===== src/rtl/up_dn_counter_range.sv =====
// Up/down counter with programmable step and a [lo, hi] window; over/underflow either
// saturates at the violated limit or wraps inside the window, selected at runtime.
module up_dn_counter_range #(
    parameter int unsigned      WIDTH   = 5,
    parameter logic [WIDTH-1:0] RST_VAL = '0
) (
    input  logic             clk_i,
    input  logic             rst_ni,
    input  logic             clr_i,
    input  logic             load_i,
    input  logic [WIDTH-1:0] load_val_i,
    input  logic             up_i,
    input  logic             down_i,
    input  logic [WIDTH-1:0] step_i,
    input  logic [WIDTH-1:0] lo_lim_i,
    input  logic [WIDTH-1:0] hi_lim_i,
    input  logic             wrap_en_i,
    output logic [WIDTH-1:0] counter_o,
    output logic             l_flag_o,
    output logic             h_flag_o,
    output logic             ovf_o,
    output logic             unf_o,
    output logic             cfg_err_o
);

    // Two guard bits: one for carry out of cnt+step, one headroom for intermediate sums.
    localparam int unsigned EW = WIDTH + 2;

    logic [WIDTH-1:0] cnt_q, cnt_d;
    logic             ovf_q, ovf_d;
    logic             unf_q, unf_d;

    logic [EW-1:0] cnt_x, step_x, lo_x, hi_x, lv_x;
    logic [EW-1:0] span, sum, excess, deficit, nxt_x;
    logic          cfg_err, count_req, down_fits;
    logic          unused_nxt;

    assign cnt_x  = {2'b00, cnt_q};
    assign step_x = {2'b00, step_i};
    assign lo_x   = {2'b00, lo_lim_i};
    assign hi_x   = {2'b00, hi_lim_i};
    assign lv_x   = {2'b00, load_val_i};

    assign cfg_err   = lo_lim_i > hi_lim_i;
    assign count_req = (up_i ^ down_i) && (step_i != '0) && !cfg_err;

    assign span      = hi_x - lo_x + 1'b1;
    assign sum       = cnt_x + step_x;
    assign excess    = sum - hi_x - 1'b1;
    // cnt - step >= lo, rearranged to stay unsigned
    assign down_fits = cnt_x >= (step_x + lo_x);
    assign deficit   = lo_x + step_x - cnt_x - 1'b1;

    always_comb begin
        nxt_x = cnt_x;
        ovf_d = 1'b0;
        unf_d = 1'b0;
        if (clr_i) begin
            nxt_x = {2'b00, RST_VAL};
        end else if (load_i) begin
            if (cfg_err)             nxt_x = lv_x;
            else if (lv_x < lo_x)    nxt_x = lo_x;
            else if (lv_x > hi_x)    nxt_x = hi_x;
            else                     nxt_x = lv_x;
        end else if (count_req) begin
            if (cnt_x < lo_x) begin
                nxt_x = lo_x;
            end else if (cnt_x > hi_x) begin
                nxt_x = hi_x;
            end else if (up_i) begin
                if (sum <= hi_x) begin
                    nxt_x = sum;
                end else begin
                    ovf_d = 1'b1;
                    if (!wrap_en_i)          nxt_x = hi_x;
                    else if (step_x > span)  nxt_x = lo_x;
                    else                     nxt_x = lo_x + excess;
                end
            end else begin
                if (down_fits) begin
                    nxt_x = cnt_x - step_x;
                end else begin
                    unf_d = 1'b1;
                    if (!wrap_en_i)          nxt_x = lo_x;
                    else if (step_x > span)  nxt_x = hi_x;
                    else                     nxt_x = hi_x - deficit;
                end
            end
        end
        cnt_d = nxt_x[WIDTH-1:0];
    end

    // Every path keeps nxt_x within [0, 2^WIDTH-1], so the guard bits are always zero here.
    assign unused_nxt = ^nxt_x[EW-1:WIDTH];

    always_ff @(posedge clk_i or negedge rst_ni) begin
        if (!rst_ni) begin
            cnt_q <= RST_VAL;
            ovf_q <= 1'b0;
            unf_q <= 1'b0;
        end else begin
            cnt_q <= cnt_d;
            ovf_q <= ovf_d;
            unf_q <= unf_d;
        end
    end

    assign counter_o = cnt_q;
    assign ovf_o     = ovf_q;
    assign unf_o     = unf_q;
    assign l_flag_o  = cnt_q <= lo_lim_i;
    assign h_flag_o  = cnt_q >= hi_lim_i;
    assign cfg_err_o = cfg_err;

endmodule


===== config.mk =====
export PLATFORM = sky130hd
export DESIGN_NAME = up_dn_counter_range
export DESIGN_NICKNAME = d
export VERILOG_FILES = /design/src/rtl/up_dn_counter_range.sv
export SDC_FILE = /design/constraint.sdc
export NUM_CORES = 1
export LEC_CHECK = 0
export CORE_MARGIN = 4
export CORE_UTILIZATION = 64
export CTS_BUF_LIST = sky130_fd_sc_hd__clkbuf_4
export DETAILED_ROUTE_END_ITERATION = 8
export GPL_ROUTABILITY_DRIVEN = 0
export PLACE_DENSITY_LB_ADDON = 0.1
export SLEW_MARGIN = 20
export SYNTH_ARGS = -nofsm -noshare
export SYNTH_HDL_FRONTEND = slang
export SYNTH_SLANG_ARGS = --single-unit

===== constraint.sdc =====
create_clock -name clk_i -period 8.4 [get_ports clk_i]
set_input_delay 1.68 -clock clk_i [delete_from_list [all_inputs] [get_ports clk_i]]
set_output_delay 1.68 -clock clk_i [all_outputs]
set_load 0.005 [all_outputs]

Fig. 1: wiring by layer
Scale: 4 px per um.
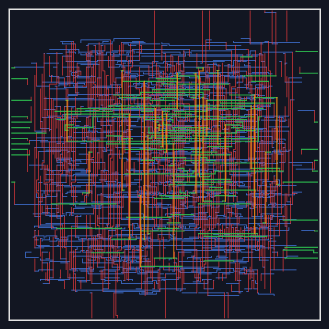
| color | layer | wire length |
|---|---|---|
| red | M2 | 4390 um |
| orange | M4 | 448 um |
| green | M3 | 1020 um |
| blue | M1 | 3670 um |

Fig. 2: logic cells by family
Scale: 4 px per um.
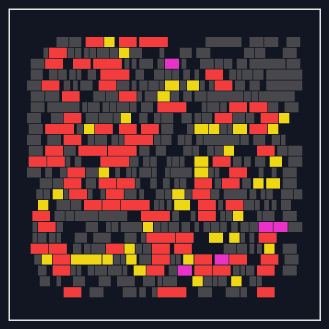
| color | family | cells | most used |
|---|---|---|---|
| red | fa/ha/maj cells | 75 | ha_1 |
| yellow | non-inverting ao/oa cells | 37 | a21o_1 |
| magenta | mux cells | 5 | mux2i_1 |

==> impl_metrics.tcl <==
# yosys + openroad results
set metrics [dict create \
    ant_nets 0 \
    drt-total-wl_um 9520 \
    dr_wl_met2_um 4390 \
    die_x_um 77.4 \
    avgRoutedWirePerCell_um 20.7 \
    dp_slack_ns 2.17 \
    top_layer "met4" \
    critPathMaxFanout 11 \
    drv_slew 0 \
    power.share.sequential 0.093 \
    cts_inserted_buffers 3 \
    pin_count 37 \
    drive_gt1_frac 0.0564 \
    post_cts_resized 0 \
    r2r-start "counter_o[1]$_DFFE_PN0P_" \
    critPathTopFamily "buffers and inverters" \
    postSynthSeqShare 0.0569 \
    cts_buffer_depth 2 \
    cp-end-kind "primary output" \
    synthArstFlopShare 1.00 \
    power.switching_uw 275 \
    hold_end "counter_o[3]$_DFFE_PN0P_" \
    viasPerCell 7.04 \
    power.group.top "combinational cells" \
    area_leaders "ha_1 25%, fa_1 8.5%, dfrtp_1 5.7%" \
    cts_tree "done" \
    max-slew-margin-rel 0.224 \
    r2r_slack_ns 4.64 \
    endpoint "cfg_err_o" \
    fp_util 0.683 \
    core_area_sq_um 4500 \
    p_sw_frac 0.514 \
    clockPowerShare 0.066 \
    ys_warn_count 0 \
    synthAoiAreaFrac 0.307 \
    required_ns 6.72 \
    start_kind "input port" \
    crit_path_top_delay_cell "clkdlybuf4s50_1" \
    critPathKind "input port to primary output" \
    cp_common_cell "clkdlybuf4s50_1" \
    clk_latency_ns 0.25 \
    dr.pass1.iters 8 \
    outcome "finished clean" \
    top_area_cell "ha_1" \
    final_layout_top_logic_cell "ha_1" \
    grt_remaining_overflow 0 \
    ys_sh_mux 0.0163 \
    syn_nets 476 \
    clk-power_uw 35.2 \
    finalHoldViolCount 0 \
    grt_use_total 0.321 \
    fin_ws_ns 2.12 \
    grt_pass1_wl_um 15700 \
    root_buffer "clkbuf_4" \
    fin_skew_ns 0.00181 \
    ys_sh_xor 0.0756 \
    share_comb_of_total_power 0.841 \
    crit_chain "clkdlybuf4s50_1, ha_1, inv_1, fa_1, a211o_1, a21oi_1, clkdlybuf4s50_1" \
    ys_area_sq_um 3080 \
    critPathBufInv 3 \
    simple_gate_share 0.157 \
    tns_ns 0 \
    met1_length_um 3670 \
    grt_pass1_vias 3176 \
    dieArea_sq_um 5980 \
    post-route-util 0.780 \
    h-tree-depth 1 \
    postCtsHoldBufs 0 \
    clkSinkCount 7 \
    p_int_uw 260 \
    drt-initial-drc-count 323 \
    postSynth.topFlopCell "dfrtp_1" \
    warning_count 32 \
    post-route-period-util 0.747 \
    syn_area_sq_um 3080 \
    routed-wl-met3_um 1020 \
    setup_viol 0 \
    regArea_sq_um 175 \
    path_clk_slew_ns 0.06 \
    critPathMaxStageDelay_ns 0.76 \
    rows 24 \
    max_freq_mhz 159 \
    finalHoldWorstSlack_ns 0.901 \
    grt_max_degree 20 \
    rsz0062_at_grt "false" \
    final_area_sq_um 3510 \
    hold_class "flip-flop to flip-flop" \
    reg2reg_to "counter_o[4]$_DFFE_PN0P_" \
    tightestPinTransition_ns 1.15 \
    ys_sh_adder 0.337 \
    nets 511 \
    logic_area_sq_um 2750 \
    synth_area_per_cell_sq_um 8.23 \
    reg2reg_depth 14 \
    p_total_uw 535 \
    cts_setup_buffers 0 \
    cap_viol_max_count 0 \
    vias 3237 \
    io_buffers 36 \
    area_growth_pct 14.1 \
    vdd_drop_max_uv 121 \
    powerSeq_uw 49.8 \
    fillerInstances 337 \
    syn-instance-count 374 \
    synthTopLogicFamily "adder cells" \
    period_minus_slack_ns 6.28 \
    worstHoldStart "counter_o[3]$_DFFE_PN0P_" \
    ys_types 62 \
    p_per_area_nw_per_um2 152 \
    leakage_uw 0.00165 \
    synthDominantCellAreaShare 0.252 \
    num_antenna_cells 0 \
    ys_cells 374 \
    dieHeight_um 77.4 \
    critical_path_depth 7 \
    layoutNonFillerInstCount 460 \
    whs_path_depth 3 \
    dp_cells 456 \
]
flip-flops by register name (all words and copies together), names as in the netlist:
| register | flops |
|---|---|
| counter_o | 5 |
| ovf_o | 1 |
| unf_o | 1 |
per-layer routing:
layer	vias to the layer above	GRT usage
li1	1479	-
met1	1482	0.414
met2	229	0.525
met3	47	0.0394
met4	0	0.173
met5	-	0
cell type report:
type | instances | area share
clock buffers | 4 | 0.00855
inverters | 34 | 0.0363
multi-input cells | 326 | 0.782
flip-flops and latches | 7 | 0.0499
well taps | 52 | 0.0185
repair buffers | 37 | 0.105
cells in the mapped netlist (all sizes together), types with 10 or more instances:
master	n
xnor2	14
xor2	10
ha	62
nor2	24
nor3	12
o21ai	15
inv	34
a21oi	31
fa	13
nand2	14
nand3	13
a21o	18
